==> images/clocks.png <==
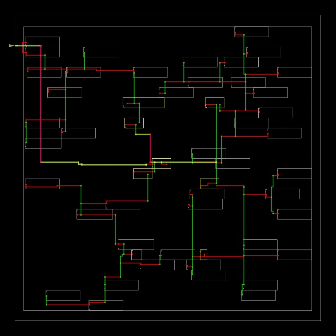
==> images/clk_routes.png <==
Scale: 6 px per µm.
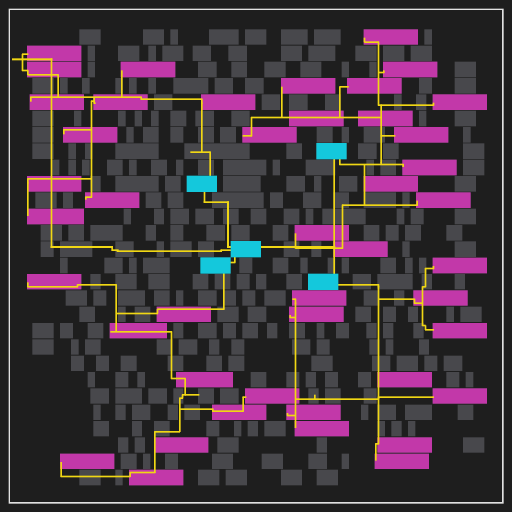
==> images/detail.png <==
Region (29, 29) to (54, 54) µm. Cells in gray, sequential cells in the stronger gray; small squares are vias.
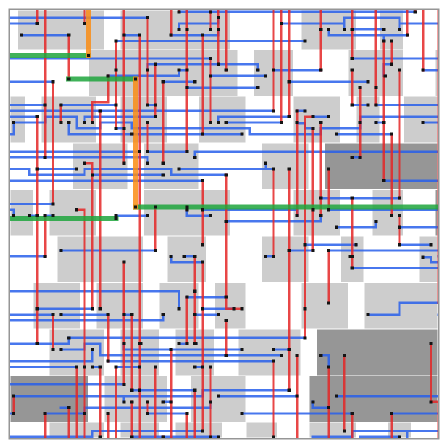
==> images/placement_by_type.png <==
Scale: 4 px per µm. Fill, decap, tap and diode cells in gray.
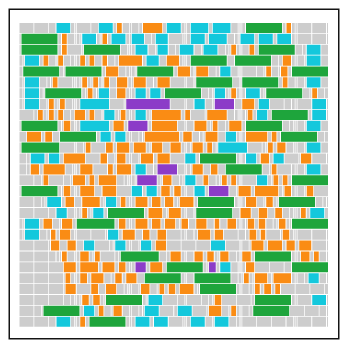
==> images/cell_density.png <==
Scale: 3 px per µm. 8 x 8 tiles, from black (low) to pale yellow (high), 0 to 100% covered.
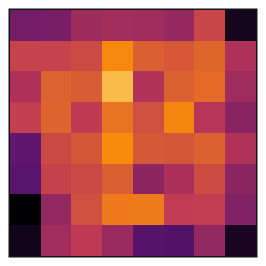
Design text_buffer_ctrl, sky130hd; sources not shown.
==> metrics.cfg <==
[synth]
postSynthCellCount=251
ys_seq_share_pct=46.5
edf_count=0
ff_type=dfrtp_1
netlist_area_um2=2370
ys_warn_count=0

[global_route]
grt_pass1_wl_um=11700
grt_pass1_vias=2340
grt.total_usage_pct=22.5

[power_and_ir_drop]
p_leak_nw=1.47
ir_drop_v=0.000446
power_density_nw_per_um2=899

[drt]
dr_wl_met3_um=176
drt_drc_violations_left=0
antenna_left=0
viasPerCell=5.69
first_pass_iters=4
vias=2280
met2WireLength_um=3510
wl_um=7190

[final_layout]
layout.nets=341

[clock_tree]
clk_pin_slew_ns=0.09
cts_hold_buf=0

[critical_path]
path_class=primary input to register
cp_num_buf_inv=2
end_kind=register
slowest_delay_ns=0.60
crit_slowest_cell=or4b_4
r2r_cells=6
crit_cells=7

[final_timing]
timing.final.crit_period_ns=2.12
fin_crit_sh_pct=95.3
setup_ws_ns=0.103
setup_tns_ns=0
rsz0062_at_grt=false
relSlewSlack_pct=62.4

[placed_design]
gp_congestion=0.845
hpwl_um=5290
dp_cells=393

[run]
drv.max_cap_violation_count=0

[floorplan]
die.size.y_um=82.0
pin_count=47
die_w_um=82.0
die_area_um2=6730

[run_status]
status=completed

Notes on clocks.png above:
Clock Sinks: 44
CTS buffer count: 5
CLK BUF: 5
Late-Pin Clk Latency: 0.30 ns
number of sequential cells: 44

Notes on clk_routes.png above:
[yellow] clock wires | length: 605 µm
[magenta] flip-flops | count: 44
[cyan] clock drivers | count: 5
routed clock nets: 6
flops lie: all over the die
clock network power: 627 µW
power share of the clock group: 20.8%

Notes on detail.png above:
[blue] metal 1
[orange] metal 4
[red] metal 2
[green] metal 3
sequential cells in the window: 3
cells with their middle in the window: 39
most frequent: buf_4 (6), clkbuf_8 (4)

Notes on placement_by_type.png above:
[green] sequential cells | cells: 44
[orange] combinational and other logic | cells: 191
[purple] clock drivers and dummy loads | cells: 8
[cyan] remaining buffers and delay cells | cells: 83
fin area: 3350 µm²
fin util: 56.9%
# rows: 28

Notes on cell_density.png above:
tiles over 75% full: 1.6%
fullest tile: 85%
nearly empty tiles: 1.6%
emptiest ninth of the die: lower left
fp util: 40.3%
total core area: 5890 µm²

[area by class of cell]
class	instances	area (µm²)
multi-input cells	184	1240
flip-flops and latches	44	1100
inverters	7	26.3
clock inverters	3	42.5
well taps	75	93.8
clock buffers	5	68.8
repair buffers	83	778
fillers	676	2530
[cell usage in the layout (no fill, tap or decap), types with 4 or more instances in the layout]
cell / n
nand2_1: 42
a31oi_1: 4
a22o_1: 7
a21oi_1: 8
clkdlybuf4s50_1: 39
nand3_1: 10
o31ai_1: 4
o21ai_0: 7
dlygate4sd2_1: 4
inv_1: 5
nor2_1: 12
buf_4: 34
clkbuf_8: 5
dfrtp_1: 41
nor2b_1: 6
xnor2_1: 4
and3_1: 6
[layer usage]
| layer | up-vias | GRT usage [%] |
|---|---|---|
| met2 | 38 | 37.0 |
| met4 | 0 | 6.00 |
| met3 | 8 | 2.97 |
| met5 | - | 0 |
| li1 | 1072 | - |
| met1 | 1162 | 31.1 |
[Yosys cell counts (2+ instances only)]
cell type,n,share of area [%]
buf_1,2,0.32
a32o_1,2,0.84
a211o_1,4,1.5
inv_1,6,0.95
o31ai_1,4,1.3
a31o_1,2,0.74
a22o_1,7,2.6
nor2_1,13,2.1
and3_1,6,1.6
ha_1,3,1.6
or4b_1,2,0.84
dfrtp_1,41,43
xnor2_1,4,1.5
clkbuf_1,10,1.6
a31oi_1,5,1.3
nand3_1,10,2.1
nand2_1,42,6.6
o311a_1,2,0.84
a211oi_1,3,0.95
and2_1,3,0.79
dfstp_2,3,3.3
o22ai_1,2,0.53
buf_2,3,0.63
xor2_1,3,1.1
o211ai_1,3,0.95
o21ai_0,8,1.7
nor2b_1,6,1.6
nor3b_1,3,0.95
o311ai_1,2,0.74
a21o_1,2,0.63
nand4_1,3,0.79
a311oi_1,2,0.74
nor3_1,4,0.84
nand2b_1,2,0.53
a21oi_1,8,1.7
[kinds of logic after synthesis]
logic type                 share of synthesized area (%)
AOI/OAI and AO/OA                                   21.7
xor gates and xnor gates                            2.58
adders and majority gates                           1.58
buffers and inverters                               4.11
DFF                                                 46.5
muxes                                               1.05
and+or+nand+nor                                     22.4
[per-stage QoR]
stage                     power, mW  hold slack, ns
after floorplan                1.83           0.404
after global placement         2.34           0.412
after detailed placement       2.38           0.415
after CTS                      3.01           0.405
after global routing           3.21           0.427
final                          3.01           0.388
[power breakdown]
| part | switching (mW) | internal (mW) | leakage (nW) | total (mW) |
|---|---|---|---|---|
| combinational | 0.552 | 0.618 | 0.869 | 1.17 |
| clock | 0.293 | 0.333 | 0.0541 | 0.627 |
| sequential | 0.199 | 1.02 | 0.547 | 1.22 |
| total | 1.04 | 1.97 | 1.47 | 3.01 |
[repair_timing]
action	4_1_cts	5_1_grt
pin swaps	7	2
gates cloned	0	0
resized	11	8
endpoints found under the setup margin	19	11
setup buffers	0	0
No activity file was given, so power comes from the tool's default toggle rates.
